File: config.mk
export PLATFORM = sky130hd
export DESIGN_NAME = cache_req_arbiter
export DESIGN_NICKNAME = d
export VERILOG_FILES = /design/src/rtl/cache_pkg.sv /design/src/rtl/cache_idx_fn.sv /design/src/rtl/cache_req_arbiter.sv
export SDC_FILE = /design/constraint.sdc
export NUM_CORES = 1
export LEC_CHECK = 0
export CAP_MARGIN = 15
export CORE_MARGIN = 5
export CORE_UTILIZATION = 39
export CTS_CLUSTER_SIZE = 20
export DETAILED_ROUTE_END_ITERATION = 6
export PLACE_DENSITY_LB_ADDON = 0.3
export SYNTH_ARGS = -nofsm -noshare
export SYNTH_HDL_FRONTEND = slang
export SYNTH_SLANG_ARGS = --single-unit
File: constraint.sdc
create_clock -name clk -period 4.6 [get_ports clk]
set_clock_uncertainty 0.05 [all_clocks]
set_input_delay 0.92 -clock clk [delete_from_list [all_inputs] [get_ports clk]]
set_output_delay 0.92 -clock clk [all_outputs]
set_load 0.05 [all_outputs]
File: src/rtl/cache_pkg.sv
// Shared definitions for the DRAM cache request path: state encoding,
// arbitration modes and descriptor layout helpers.
package cache_pkg;

  typedef enum logic [0:0] {
    S_RUN   = 1'b0,
    S_DRAIN = 1'b1
  } cache_state_e;

  localparam int ARB_RR    = 0;
  localparam int ARB_RDPRI = 1;

  // Descriptor layout, LSB first: address, ID, then is_write in the MSB.
  function automatic int desc_width(input int addr_w, input int id_w);
    return addr_w + id_w + 1;
  endfunction

  function automatic int desc_id_lsb(input int addr_w);
    return addr_w;
  endfunction

  function automatic int desc_wr_bit(input int addr_w, input int id_w);
    return addr_w + id_w;
  endfunction

endpackage

File: src/rtl/cache_idx_fn.sv
// Combinational set-index extraction, shared with the tag path.
// CACHE_IDX_HASH_EN folds the next index-sized field above the index into it.
module cache_idx_fn #(
  parameter int ADDR_WIDTH  = 64,
  parameter int INDEX_WIDTH = 4,
  parameter int INDEX_LSB   = 6
) (
  input  logic [ADDR_WIDTH-1:0]  addr_i,
  output logic [INDEX_WIDTH-1:0] index_o
);

`ifdef CACHE_IDX_HASH_EN
  assign index_o = addr_i[INDEX_LSB +: INDEX_WIDTH]
                 ^ addr_i[INDEX_LSB + INDEX_WIDTH +: INDEX_WIDTH];
`else
  assign index_o = addr_i[INDEX_LSB +: INDEX_WIDTH];
`endif

  // Most address bits are intentionally ignored here.
  logic unused_addr_bits;
  assign unused_addr_bits = ^addr_i;

endmodule

File: src/rtl/cache_req_arbiter.sv
// AR/AW request arbiter feeding the cache request FIFO, with drain control.
// Build option CACHE_IDX_HASH_EN selects the hashed set index.
module cache_req_arbiter
  import cache_pkg::*;
#(
  parameter int ADDR_WIDTH  = 64,
  parameter int ID_WIDTH    = 16,
  parameter int INDEX_WIDTH = 4,
  parameter int INDEX_LSB   = 6,
  parameter int ARB_MODE    = 0,
  parameter int STARVE_MAX  = 4
) (
  input  logic                           clk,
  input  logic                           rst_n,
  input  logic [ID_WIDTH-1:0]            arid_i,
  input  logic [ADDR_WIDTH-1:0]          araddr_i,
  input  logic                           arvalid_i,
  output logic                           arready_o,
  input  logic [ID_WIDTH-1:0]            awid_i,
  input  logic [ADDR_WIDTH-1:0]          awaddr_i,
  input  logic                           awvalid_i,
  output logic                           awready_o,
  input  logic                           drain_i,
  output logic                           idle_o,
  output logic [INDEX_WIDTH-1:0]         index_o,
  input  logic                           fifo_afull_i,
  output logic                           fifo_write_en_o,
  output logic [ADDR_WIDTH+ID_WIDTH:0]   fifo_data_o
);

  localparam int DW     = desc_width(ADDR_WIDTH, ID_WIDTH);
  localparam int ID_LSB = desc_id_lsb(ADDR_WIDTH);
  localparam int WR_BIT = desc_wr_bit(ADDR_WIDTH, ID_WIDTH);
  localparam int SW     = $clog2(STARVE_MAX + 1);
  localparam logic [SW-1:0] STARVE_TOP = SW'(STARVE_MAX);

  localparam logic [0:0] ST_RUN   = S_RUN;
  localparam logic [0:0] ST_DRAIN = S_DRAIN;

  logic [0:0]             state_q, state_d;
  logic                   last_aw_q, last_aw_d;
  logic [SW-1:0]          starve_q, starve_d;
  logic                   wr_en_q;
  logic [DW-1:0]          data_q, data_d;
  logic [INDEX_WIDTH-1:0] idx_q, idx_d;

  logic                   accept_en;
  logic                   gnt_aw;
  logic                   ar_hs, aw_hs;
  logic [ADDR_WIDTH-1:0]  sel_addr;

  assign accept_en = (state_q == ST_RUN) && !fifo_afull_i && !drain_i;

  always_comb begin
    gnt_aw = 1'b0;
    if (awvalid_i && !arvalid_i) begin
      gnt_aw = 1'b1;
    end else if (awvalid_i && arvalid_i) begin
      if (ARB_MODE == ARB_RDPRI) begin
        gnt_aw = (starve_q == STARVE_TOP);
      end else begin
        gnt_aw = !last_aw_q;
      end
    end
  end

  // Readies are forced low during reset, independent of register state.
  assign arready_o = rst_n && accept_en && arvalid_i && !gnt_aw;
  assign awready_o = rst_n && accept_en && awvalid_i && gnt_aw;
  assign ar_hs     = arready_o;
  assign aw_hs     = awready_o;

  assign sel_addr = gnt_aw ? awaddr_i : araddr_i;

  cache_idx_fn #(
    .ADDR_WIDTH  (ADDR_WIDTH),
    .INDEX_WIDTH (INDEX_WIDTH),
    .INDEX_LSB   (INDEX_LSB)
  ) u_idx (
    .addr_i  (sel_addr),
    .index_o (idx_d)
  );

  always_comb begin
    data_d                         = '0;
    data_d[WR_BIT]                 = gnt_aw;
    data_d[ID_LSB +: ID_WIDTH]     = gnt_aw ? awid_i : arid_i;
    data_d[ADDR_WIDTH-1:0]         = sel_addr;
  end

  always_comb begin
    starve_d  = starve_q;
    last_aw_d = last_aw_q;
    if (aw_hs) begin
      starve_d  = '0;
      last_aw_d = 1'b1;
    end else if (ar_hs) begin
      last_aw_d = 1'b0;
      if (awvalid_i && (starve_q != STARVE_TOP)) begin
        starve_d = starve_q + 1'b1;
      end
    end
  end

  always_comb begin
    state_d = state_q;
    case (state_q)
      ST_RUN:   if (drain_i)  state_d = ST_DRAIN;
      ST_DRAIN: if (!drain_i) state_d = ST_RUN;
      default:                state_d = ST_RUN;
    endcase
  end

  always_ff @(posedge clk) begin
    if (!rst_n) begin
      state_q   <= ST_RUN;
      last_aw_q <= 1'b1;
      starve_q  <= '0;
      wr_en_q   <= 1'b0;
      data_q    <= '0;
      idx_q     <= '0;
    end else begin
      state_q   <= state_d;
      last_aw_q <= last_aw_d;
      starve_q  <= starve_d;
      wr_en_q   <= ar_hs || aw_hs;
      if (ar_hs || aw_hs) begin
        data_q <= data_d;
        idx_q  <= idx_d;
      end
    end
  end

  assign fifo_write_en_o = wr_en_q;
  assign fifo_data_o     = data_q;
  assign index_o         = idx_q;
  assign idle_o          = !wr_en_q;

endmodule

==> Changelog: implementation <==
### Implementation results

- GRT met3 Usage: 0.06388
- Cells after synthesis: 316
- Wire length on met2: 6911 um
- Distinct lib cells: 22
- Tool warning count: 26
- TritonCTS Buffers: 9
- Vias in the first global route: 3950
- Most frequent logic cell in the layout: clkdlybuf4s50_1
- Post-synth top area cell: dfxtp_1
- Layout cell share with drive strength beyond 1: 0.1925
- Top logic family: AND-OR/OR-AND gates
- Busiest grt layer: met2
- PD cells: 272.5 nW/um^2
- DRT antenna net count: 0
- Logic area: 1812 sq um
- DRC viols: 0
- Worst vdd ir: 0.0001323 V
- Worst Hold Class: reg2reg
- DIE HEIGHT: 108.6 um
- Fin crit share: 0.7927
- DRT met1 WL: 5148 um
- First-pass GRT wire length: 20440 um
- CP arrival: 2.68 ns
- Crit path DRT: 3.63 ns
- Complex Gates by Area: 0.4574
- Die span in x: 108.6 um
- Clk sinks: 84
- Port Buffers: 254
- Dominant cell area share: 0.4439
- Remaining global-route overflow: 0
- Synth Cell Area: 3789 sq um
- Flops out of synthesis: 84
- Die area: 11790 sq um
- Sum Neg Setup Slack: 0 ns
- Sequential area share after synthesis: 0.4439
- Tot GR Track Use: 0.2175
- Final HPWL DP: 9576 um
- Syn-to-layout area delta: 70.34%
- YS warnings: 0
- Final Slew Violations: 0
- Xor/xnor share: 0
- Setup crit end kind: primary output
- Late-Pin Clk Latency: 0.33 ns
- RSZ-0062 raised after global routing: false
- Post-CTS Setup Inserts: 0
- Clk buf depth: 2
- Yosys stat area: 3789 sq um
- Fill count: 771
- I/O pin count: 255
- Initial antenna violation count: 1
- Most instantiated logic cells after routing: clkdlybuf4s50_1, dfxtp_1, o32a_1
- Core footprint: 9639 sq um
- Via-to-Cell Ratio: 5.789
- Final Hold Slack: 0.4602 ns
- Syn_area_per_cell: 11.99 sq um
- Global-route met2 utilization: 0.3826
- # Cells Yosys: 316
- Number of hold buffers added after CTS: 0
- Drt pass-1 iters: 7
- Post-Route WL: 13560 um
- Post_cts resized: 0
- Adders+Majority by Area: 0
- Placed cell areas: 6270 sq um
- Number of setup violations in the final report: 0
- Top sig layer: met5
- Largest net degree at the start of global routing: 84
- Synth mux share: 0
- Post-layout minimum cycle time: 3.646 ns
- Number of nets in the layout: 696
- GPL Wtd Cong: 0.7485
- Worst setup SP type: primary input
- Worst Max-Slew Pin Slew: 0.8593 ns
- Final hold vios: 0
- Max-slew headroom: 0.4271
- Top cells by area: dfxtp_1, o221a_2, o32a_1, clkbuf_1, buf_6
- Final Power: 0.001758 W
- Yosys simple share: 0.01783
- H-tree Lvls: 3
- Leakage: 2.222 nW
- CTS tree: done
- Floorplan Utilization: 0.3930
- Max Freq: 274.3 MHz
- DR iter-0 viols: 220
- Clk slew on worst S/H paths: 0.08 ns
- Outcome: complete, no violations
- Flip-flop and latch area: 1682 sq um
- Vias: 3867
- Maxcap violations: 0
- WL met3: 1151 um
- Clock root buffer: clkbuf_8
- Row Count: 36
- Cell area after layout: 6454 sq um
- Syn Nets: 482
- WL per Instance: 20.31 um
- Max FO, Critical Path: 36
- Ant. Diodes: 0
- Crit Path Category: in2out
- M1 GR Usage: 0.2488
sequential cells by signal (all words and copies together), names as in the netlist:
signal,count
fifo_data_o,81
fifo_write_en_o,1
last_aw_q,1
state_q,1
final timing paths:
check                  start               to  slack (ns)  cells after the start
max             fifo_afull_i        arready_o        0.95                      4
min reg2reg  fifo_data_o[80]  fifo_data_o[80]        0.46                      1
max reg2reg          state_q  fifo_data_o[38]        2.40                      4
min          fifo_data_o[80]  fifo_data_o[80]        0.46                      1
worst max-delay path, stage by stage:
cell	delay, ns
clkdlybuf4s50_1	0.40
or4b_4	0.76
nor3_1	0.32
buf_4	0.25
stage by stage:
| step | utilization | worst slack [ns] | std cells |
|---|---|---|---|
| finish | 0.6695 | 0.9537 | 668 |
| global route | 0.6695 | 0.8187 | 668 |
| CTS | 0.6695 | 0.9500 | 668 |
| detailed placement | 0.6504 | 0.9584 | 652 |
| global placement | 0.6504 | 1.039 | 652 |
| floorplan | - | 0.7317 | 316 |
synthesized netlist by cell type, drive strengths merged:
master,count
dfxtp,84
o221a,80
o32a,80
clkbuf,36
buf,21
nor2,3
inv,2
a21bo,1
a21o,1
a31o,1
and2,1
nand2b,1
nor2b,1
nor3,1
o21ai,1
or2,1
or4b,1
logic make-up after synthesis:
logic type             after synthesis
AOI/OAI and AO/OA                  164
DFF                                 84
buffers and inverters               59
and+or+nand+nor                      9
final cells by class:
cell class                 instances  area share
tap                              133     0.02579
inverter                           2    0.001163
sequential                        84      0.2606
timing repair buffer             260      0.4033
clock buffer                      11     0.02036
multi-input combinational        173      0.2807
clock inverter                     5    0.008143
power by group:
group          leakage, nW  internal, W  switching, W
combinational         1.44     0.000256      0.000229
sequential           0.684     0.000757     0.0000164
clock               0.0931     0.000249      0.000251
total                 2.22      0.00126      0.000496
Port wiring:
(3 px per um)
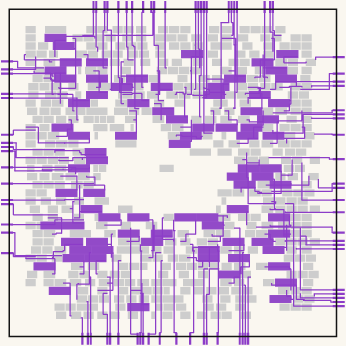
port	colour	direction	edge	end cells	wire
fifo_data_o	purple	output	23 top, 22 right, 20 bottom, 16 left	81	2920 um

Cell density map:
(2 px per um) The die is cut into 11 by 11 equal tiles; dark purple is low, yellow is high, 0 to 100% covered.
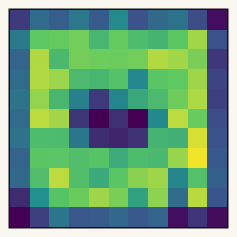
mean over tiles	53%
nearly empty tiles	2.5%
fullest tile	98%

Cells by drive strength:
(4 px per um)
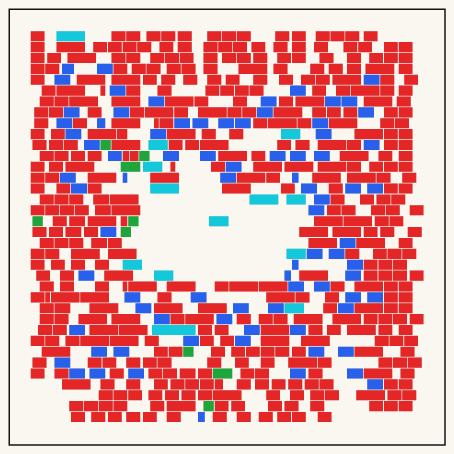
size	colour	cells	share
_3 and _4 cells	green	9	1.7%
_6 and larger	cyan	13	2.4%
_0 and _1 cells	red	432	81%
_2 cells	blue	81	15%

Power and IR drop assume default switching activity.
